## config.mk

```make
export PLATFORM = sky130hd
export DESIGN_NAME = elevator_ctrl_n_flat
export DESIGN_NICKNAME = d
export VERILOG_FILES = /design/src/rtl/elevator_ctrl_n_if.sv /design/src/rtl/elevator_ctrl_n.sv /design/src/flat_wrapper.sv
export SDC_FILE = /design/constraint.sdc
export NUM_CORES = 1
export LEC_CHECK = 0
export CAP_MARGIN = 25
export CORE_ASPECT_RATIO = 0.6
export CORE_MARGIN = 1.5
export CORE_UTILIZATION = 53
export CTS_CLUSTER_DIAMETER = 120
export DETAILED_ROUTE_END_ITERATION = 10
export PLACE_DENSITY = 0.78
export REMOVE_ABC_BUFFERS = 1
export SETUP_SLACK_MARGIN = 0.5
export SLEW_MARGIN = 20
export SYNTH_ARGS = -nofsm -noshare
export SYNTH_HDL_FRONTEND = slang
export SYNTH_SLANG_ARGS = --single-unit
```

## constraint.sdc

```tcl
create_clock -name clk -period 2.1 [get_ports clk]
set_input_delay 0.525 -clock clk [delete_from_list [all_inputs] [get_ports clk]]
set_output_delay 0.525 -clock clk [all_outputs]
set_load 0.02 [all_outputs]
```

## src/rtl/elevator_ctrl_n_if.sv

```systemverilog
// Request/status bundle between the keypad front end and the elevator controller.
interface elevator_ctrl_n_if #(
    parameter int FLOORS  = 8,
    parameter int FLOOR_W = 3
);
    logic               req_valid;
    logic [FLOOR_W-1:0] req_floor;
    logic [FLOOR_W-1:0] cur_floor;
    logic               dir_up;
    logic               moving;
    logic               door_open;
    logic               arrive;
    logic [FLOORS-1:0]  pending;
    logic [2:0]         state;

    modport master (
        output req_valid, req_floor,
        input  cur_floor, dir_up, moving, door_open, arrive, pending, state
    );

    modport slave (
        input  req_valid, req_floor,
        output cur_floor, dir_up, moving, door_open, arrive, pending, state
    );
endinterface

```

## src/rtl/elevator_ctrl_n.sv

```systemverilog
// N-floor SCAN elevator controller with internal travel and door timers.
// Optional emergency stop (HALT state, estop port) enabled by ELEVATOR_ESTOP_EN.
module elevator_ctrl_n #(
    parameter int FLOORS     = 8,
    parameter int FLOOR_W    = 3,
    parameter int TRAVEL_CYC = 16,
    parameter int DOOR_CYC   = 32,
    parameter int TMR_W      = 8
) (
    input logic               clk,
    input logic               reset,
`ifdef ELEVATOR_ESTOP_EN
    input logic               estop,
`endif
    elevator_ctrl_n_if.slave  bus
);
    typedef enum logic [2:0] {
        IDLE   = 3'd0,
        DECIDE = 3'd1,
        MOVE   = 3'd2,
        DOOR   = 3'd3
`ifdef ELEVATOR_ESTOP_EN
        , HALT = 3'd4
`endif
    } state_t;

    state_t             state_q, state_d;
    logic [FLOOR_W-1:0] curFloor_q, curFloor_d;
    logic               dirUp_q, dirUp_d;
    logic [FLOORS-1:0]  pending_q, pending_d;
    logic [TMR_W-1:0]   timer_q, timer_d;
    logic               moving_q, moving_d;
    logic               doorOpen_q, doorOpen_d;
    logic               arrive_q, arrive_d;
`ifdef ELEVATOR_ESTOP_EN
    state_t             savedState_q, savedState_d;
    logic [TMR_W-1:0]   savedTimer_q, savedTimer_d;
`endif

    logic [FLOORS-1:0]  setMask, clrMask;
    logic               reqInRange, sameFloorDoor;
    logic               anyAbove, anyBelow, ahead, behind;

    always_comb begin
        reqInRange    = bus.req_valid && (int'(bus.req_floor) < FLOORS);
        sameFloorDoor = bus.req_valid && (state_q == DOOR) && (bus.req_floor == curFloor_q);
        setMask       = '0;
        if (reqInRange && !sameFloorDoor) setMask[bus.req_floor] = 1'b1;

        anyAbove = 1'b0;
        anyBelow = 1'b0;
        for (int i = 0; i < FLOORS; i++) begin
            if (pending_q[i] && (i > int'(curFloor_q))) anyAbove = 1'b1;
            if (pending_q[i] && (i < int'(curFloor_q))) anyBelow = 1'b1;
        end
        ahead  = dirUp_q ? anyAbove : anyBelow;
        behind = dirUp_q ? anyBelow : anyAbove;
    end

    always_comb begin
        state_d    = state_q;
        curFloor_d = curFloor_q;
        dirUp_d    = dirUp_q;
        timer_d    = timer_q;
        clrMask    = '0;
`ifdef ELEVATOR_ESTOP_EN
        savedState_d = savedState_q;
        savedTimer_d = savedTimer_q;
`endif

        case (state_q)
            IDLE: begin
                timer_d = '0;
                if (|pending_q) state_d = DECIDE;
            end
            DECIDE: begin
                timer_d = '0;
                if (pending_q[curFloor_q]) begin
                    clrMask[curFloor_q] = 1'b1;
                    state_d             = DOOR;
                end else if (ahead) begin
                    state_d = MOVE;
                end else if (behind) begin
                    dirUp_d = ~dirUp_q;
                    state_d = MOVE;
                end else begin
                    state_d = IDLE;
                end
            end
            MOVE: begin
                if (timer_q == TMR_W'(TRAVEL_CYC - 1)) begin
                    curFloor_d = dirUp_q ? curFloor_q + FLOOR_W'(1) : curFloor_q - FLOOR_W'(1);
                    timer_d    = '0;
                    state_d    = DECIDE;
                end else begin
                    timer_d = timer_q + TMR_W'(1);
                end
            end
            DOOR: begin
                if (sameFloorDoor) begin
                    timer_d = '0;
                end else if (timer_q == TMR_W'(DOOR_CYC - 1)) begin
                    timer_d = '0;
                    state_d = (|pending_q) ? DECIDE : IDLE;
                end else begin
                    timer_d = timer_q + TMR_W'(1);
                end
            end
`ifdef ELEVATOR_ESTOP_EN
            HALT: begin
                if (!estop) begin
                    state_d = savedState_q;
                    timer_d = savedTimer_q;
                end
            end
`endif
            default: begin
                state_d = IDLE;
                timer_d = '0;
            end
        endcase

`ifdef ELEVATOR_ESTOP_EN
        // Emergency stop freezes everything except request latching.
        if (estop && (state_q != HALT)) begin
            state_d      = HALT;
            timer_d      = timer_q;
            curFloor_d   = curFloor_q;
            dirUp_d      = dirUp_q;
            clrMask      = '0;
            savedState_d = state_q;
            savedTimer_d = timer_q;
        end
`endif

        pending_d  = (pending_q & ~clrMask) | setMask;
        moving_d   = (state_d == MOVE);
        doorOpen_d = (state_d == DOOR);
        arrive_d   = (state_q == MOVE) && (state_d == DECIDE);
`ifdef ELEVATOR_ESTOP_EN
        if (state_d == HALT) doorOpen_d = doorOpen_q;
`endif
    end

    always_ff @(posedge clk) begin
        if (reset) begin
            state_q    <= IDLE;
            curFloor_q <= '0;
            dirUp_q    <= 1'b1;
            pending_q  <= '0;
            timer_q    <= '0;
            moving_q   <= 1'b0;
            doorOpen_q <= 1'b0;
            arrive_q   <= 1'b0;
        end else begin
            state_q    <= state_d;
            curFloor_q <= curFloor_d;
            dirUp_q    <= dirUp_d;
            pending_q  <= pending_d;
            timer_q    <= timer_d;
            moving_q   <= moving_d;
            doorOpen_q <= doorOpen_d;
            arrive_q   <= arrive_d;
        end
    end

`ifdef ELEVATOR_ESTOP_EN
    always_ff @(posedge clk) begin
        if (reset) begin
            savedState_q <= IDLE;
            savedTimer_q <= '0;
        end else begin
            savedState_q <= savedState_d;
            savedTimer_q <= savedTimer_d;
        end
    end
`endif

    assign bus.cur_floor = curFloor_q;
    assign bus.dir_up    = dirUp_q;
    assign bus.moving    = moving_q;
    assign bus.door_open = doorOpen_q;
    assign bus.arrive    = arrive_q;
    assign bus.pending   = pending_q;
    assign bus.state     = state_q;
endmodule

```

## src/flat_wrapper.sv

```systemverilog
// flat-port wrapper written by rule: the top's interface ports become plain ports
module elevator_ctrl_n_flat 
#(
    parameter int FLOORS     = 8,
    parameter int FLOOR_W    = 3,
    parameter int TRAVEL_CYC = 16,
    parameter int DOOR_CYC   = 32,
    parameter int TMR_W      = 8
)
  (clk, reset, bus_req_valid, bus_req_floor, bus_cur_floor, bus_dir_up, bus_moving, bus_door_open, bus_arrive, bus_pending, bus_state);
  elevator_ctrl_n_if #(.FLOORS(FLOORS), .FLOOR_W(FLOOR_W)) bus_i ();
  input logic clk;
  input logic reset;
  input wire logic [$bits(bus_i.req_valid)-1:0] bus_req_valid;
  input wire logic [$bits(bus_i.req_floor)-1:0] bus_req_floor;
  output wire logic [$bits(bus_i.cur_floor)-1:0] bus_cur_floor;
  output wire logic [$bits(bus_i.dir_up)-1:0] bus_dir_up;
  output wire logic [$bits(bus_i.moving)-1:0] bus_moving;
  output wire logic [$bits(bus_i.door_open)-1:0] bus_door_open;
  output wire logic [$bits(bus_i.arrive)-1:0] bus_arrive;
  output wire logic [$bits(bus_i.pending)-1:0] bus_pending;
  output wire logic [$bits(bus_i.state)-1:0] bus_state;
  assign bus_i.req_valid = bus_req_valid;
  assign bus_i.req_floor = bus_req_floor;
  assign bus_cur_floor = bus_i.cur_floor;
  assign bus_dir_up = bus_i.dir_up;
  assign bus_moving = bus_i.moving;
  assign bus_door_open = bus_i.door_open;
  assign bus_arrive = bus_i.arrive;
  assign bus_pending = bus_i.pending;
  assign bus_state = bus_i.state;
  elevator_ctrl_n #(.FLOORS(FLOORS), .FLOOR_W(FLOOR_W), .TRAVEL_CYC(TRAVEL_CYC), .DOOR_CYC(DOOR_CYC), .TMR_W(TMR_W)) u_core (.clk(clk), .reset(reset), .bus(bus_i));
endmodule
```

### Cells by drive strength

The bar under the picture is 20 um long.
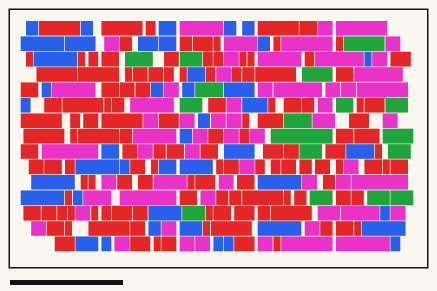
| size | colour | cells | share | most used |
|---|---|---|---|---|
| _3 and _4 cells | magenta | 60 | 24% | buf_4 |
| _6 and larger | green | 17 | 6.7% | buf_6 |
| _0 and _1 cells | red | 134 | 53% | dfxtp_1 |
| _2 cells | blue | 43 | 17% | clkbuf_2 |

### M3 wires

The bar under the picture is 20 um long.
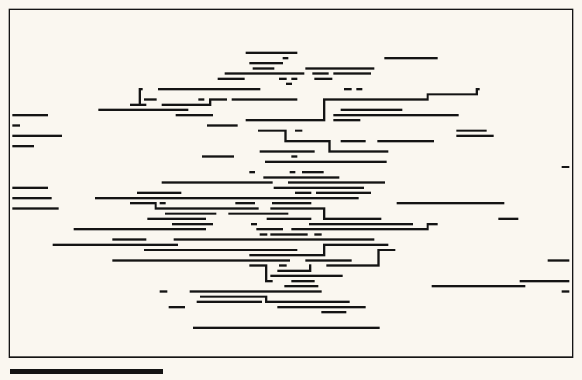
wire length on this layer: 771 um
main direction: horizontal
share of all routed wire: 12%
longest straight run: 34.3 um

==> results_tabular.tex <==
% Yosys + OpenROAD metrics
\begin{tabular}{lr}
\hline
Metric & Value \\
\hline
\multicolumn{2}{l}{\textbf{Final timing}} \\
\quad Final setup violation count & 0 \\
\quad Setup TNS & 0 ns \\
\quad RSZ-0062 raised after global routing & true \\
\quad Worst clock skew & around 0.0022 ns \\
\quad Slack of the critical path & between 0.01 and 0.015 ns \\
\quad Final Hold Violation Tally & 0 \\
\quad Final-report max-slew violation count & 0 \\
\quad Worst rel slew slack & between 50\% and 60\% \\
\quad Worst hold margin & between 0.4 and 0.5 ns \\
\quad Fraction of the cycle the final worst path needs & between 90\% and 100\% \\
\multicolumn{2}{l}{\textbf{Cells and area}} \\
\quad FILL cells & 118 \\
\quad Total area of multi-input combinational cells & 0.00128 sq mm \\
\quad Final Instance Area & between 0.002 and 0.003 sq mm \\
\quad FF+latch area & between 500 and 600 sq um \\
\quad Final standard cell utilization of the core & 90.8\% \\
\quad Post-layout instance count excluding filler cells & 296 \\
\quad Fraction of area in clock buffers and inverters & under 10\% \\
\quad Antenna fix cells & 0 \\
\quad Commonest non-fill, non-tap cells in the layout & 38 x sky130\_fd\_sc\_hd\_\_buf\_4, 15 x sky130\_fd\_sc\_hd\_\_dfxtp\_1, 13 x sky130\_fd\_sc\_hd\_\_nor2\_1 \\
\quad Share of the final layout cell area in multi-input gates & about half \\
\quad Top logic cell by instance count in the layout & sky130\_fd\_sc\_hd\_\_buf\_4 \\
\multicolumn{2}{l}{\textbf{Logic synthesis}} \\
\quad Portion of the post-synthesis area used by sequential elements & between 30\% and 40\% \\
\quad Total number of yosys warnings & 0 \\
\quad Number of instances in the synthesized netlist & between 150 and 200 \\
\quad Largest area contributor in the synthesized netlist & sky130\_fd\_sc\_hd\_\_dfxtp\_1 \\
\quad Seq cells post-synth & 26 \\
\quad Number of enable flip-flop cells & 0 \\
\quad List of most frequent post-synthesis cells & 26 x sky130\_fd\_sc\_hd\_\_dfxtp\_1, 19 x sky130\_fd\_sc\_hd\_\_nor2\_1, 12 x sky130\_fd\_sc\_hd\_\_nand2\_1 \\
\quad Total cells reported by yosys after synthesis & $\sim$190 \\
\quad Main flop type & sky130\_fd\_sc\_hd\_\_dfxtp\_1 \\
\quad Compound-gate portion of the synthesized area & 24.1\% \\
\quad Average size of a mapped cell & between 8 and 9 sq um \\
\quad Area share of the largest cell type after synthesis & between 30\% and 40\% \\
\quad Adder-cell area share of the yosys netlist & 5.52\% \\
\multicolumn{2}{l}{\textbf{Drt}} \\
\quad Starting DRC count in detailed routing & around 250 \\
\quad Via total after detailed routing & between 1.5k and 2k \\
\quad Detailed-routing iteration count for the pre-antenna-repair pass & 5 \\
\quad Highest Signal Layer & met4 \\
\quad Post-DR wirelength/cell & between 20 and 25 um \\
\quad \# DRC & 0 \\
\quad Tally of nets with antenna violations remaining after routing & 0 \\
\quad Routed met3 length & between 700 and 800 um \\
\multicolumn{2}{l}{\textbf{Worst setup path}} \\
\quad CP Cell Sequence & or4\_4 > o21bai\_4 > a221o\_1 > nor4\_4 > nor3\_1 \\
\quad Peak per-stage delay on the critical path & 0.54 ns \\
\quad CP Launch Point & u\_core.bus.pending[1] \\
\quad Depth of the worst register-to-register path & 5 \\
\quad Dominant delay contributor by cell family on the critical path & simple AND/OR/NAND/NOR gates \\
\quad Critical path capture point type & flop \\
\quad Setup crit start kind & flop \\
\quad Kind of critical path & reg -> reg \\
\quad Setup slack on the worst flop-to-flop path & 0.01 ns \\
\quad End point of the critical path & u\_core.bus.door\_open \\
\quad Capturing point of the worst reg2reg path & u\_core.bus.door\_open \\
\multicolumn{2}{l}{\textbf{Clocking}} \\
\quad CTS Hold Buffers Added & 0 \\
\quad Setup Buffers After CTS & 20 \\
\quad Number of buffers inserted during clock tree synthesis & 3 \\
\quad Clock network latency to the later pin of the worst-skew pair & 0.28 ns \\
\quad Num Clock Sinks & 26 \\
\quad Maximum root-to-sink buffer count & 2 \\
\multicolumn{2}{l}{\textbf{Die}} \\
\quad Area of the die & between 0.003 and 0.004 sq mm \\
\quad Number of placed I/O pins & 24 \\
\quad \# rows & 15 \\
\quad Die boundary height & 45.4 um \\
\multicolumn{2}{l}{\textbf{GRT}} \\
\quad Total congestion overflow & 0 \\
\quad Met3 usage in global routing & roughly 8.6\% \\
\quad Wire length of the first global-routing pass & about 8500 um \\
\quad Largest net degree at the start of global routing & 16 \\
\quad Number of global-route vias before repair & 1717 \\
\quad Highest-utilization routing layer at the global route stage & met2 \\
\multicolumn{2}{l}{\textbf{Status}} \\
\quad Run status & complete, no violations \\
\multicolumn{2}{l}{\textbf{Power}} \\
\quad Maximum vdd ir drop & 0.419 mV \\
\quad Sequential share of power & 45.8\% \\
\quad Power in the clock group & about 0.42 mW \\
\quad Share of total power in the clock network & between 30\% and 40\% \\
\quad Sw power & between 0.2 and 0.3 mW \\
\quad Power Internal & about 0.84 mW \\
\quad Total power & 1.12 mW \\
\multicolumn{2}{l}{\textbf{Placed design}} \\
\quad Quantity of I/O buffers inserted on ports & 23 \\
\quad Total placed instance area & 0.00199 sq mm \\
\multicolumn{2}{l}{\textbf{Min path}} \\
\quad Worst min path class & reg -> reg \\
\quad Hold Path End & u\_core.timer\_q[0] \\
\multicolumn{2}{l}{\textbf{Run}} \\
\quad Max Cap Viol & 0 \\
\hline
\end{tabular}
### Cell outlines without signal wires

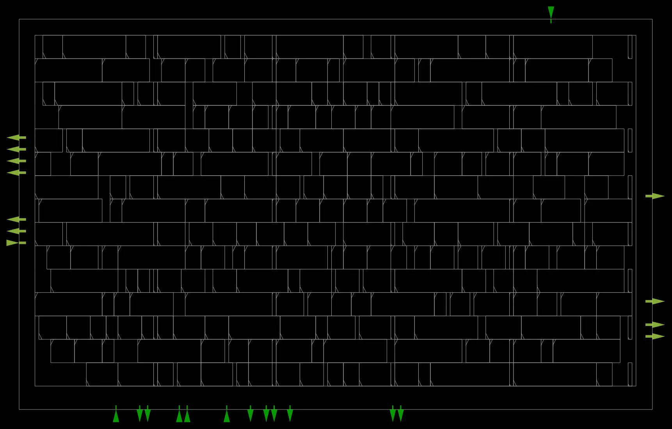
flop share of the area: 20.9%
number of tap cells added at floorplan: 42

Power figures rest on the tool's default switching activity, not on a simulated workload.
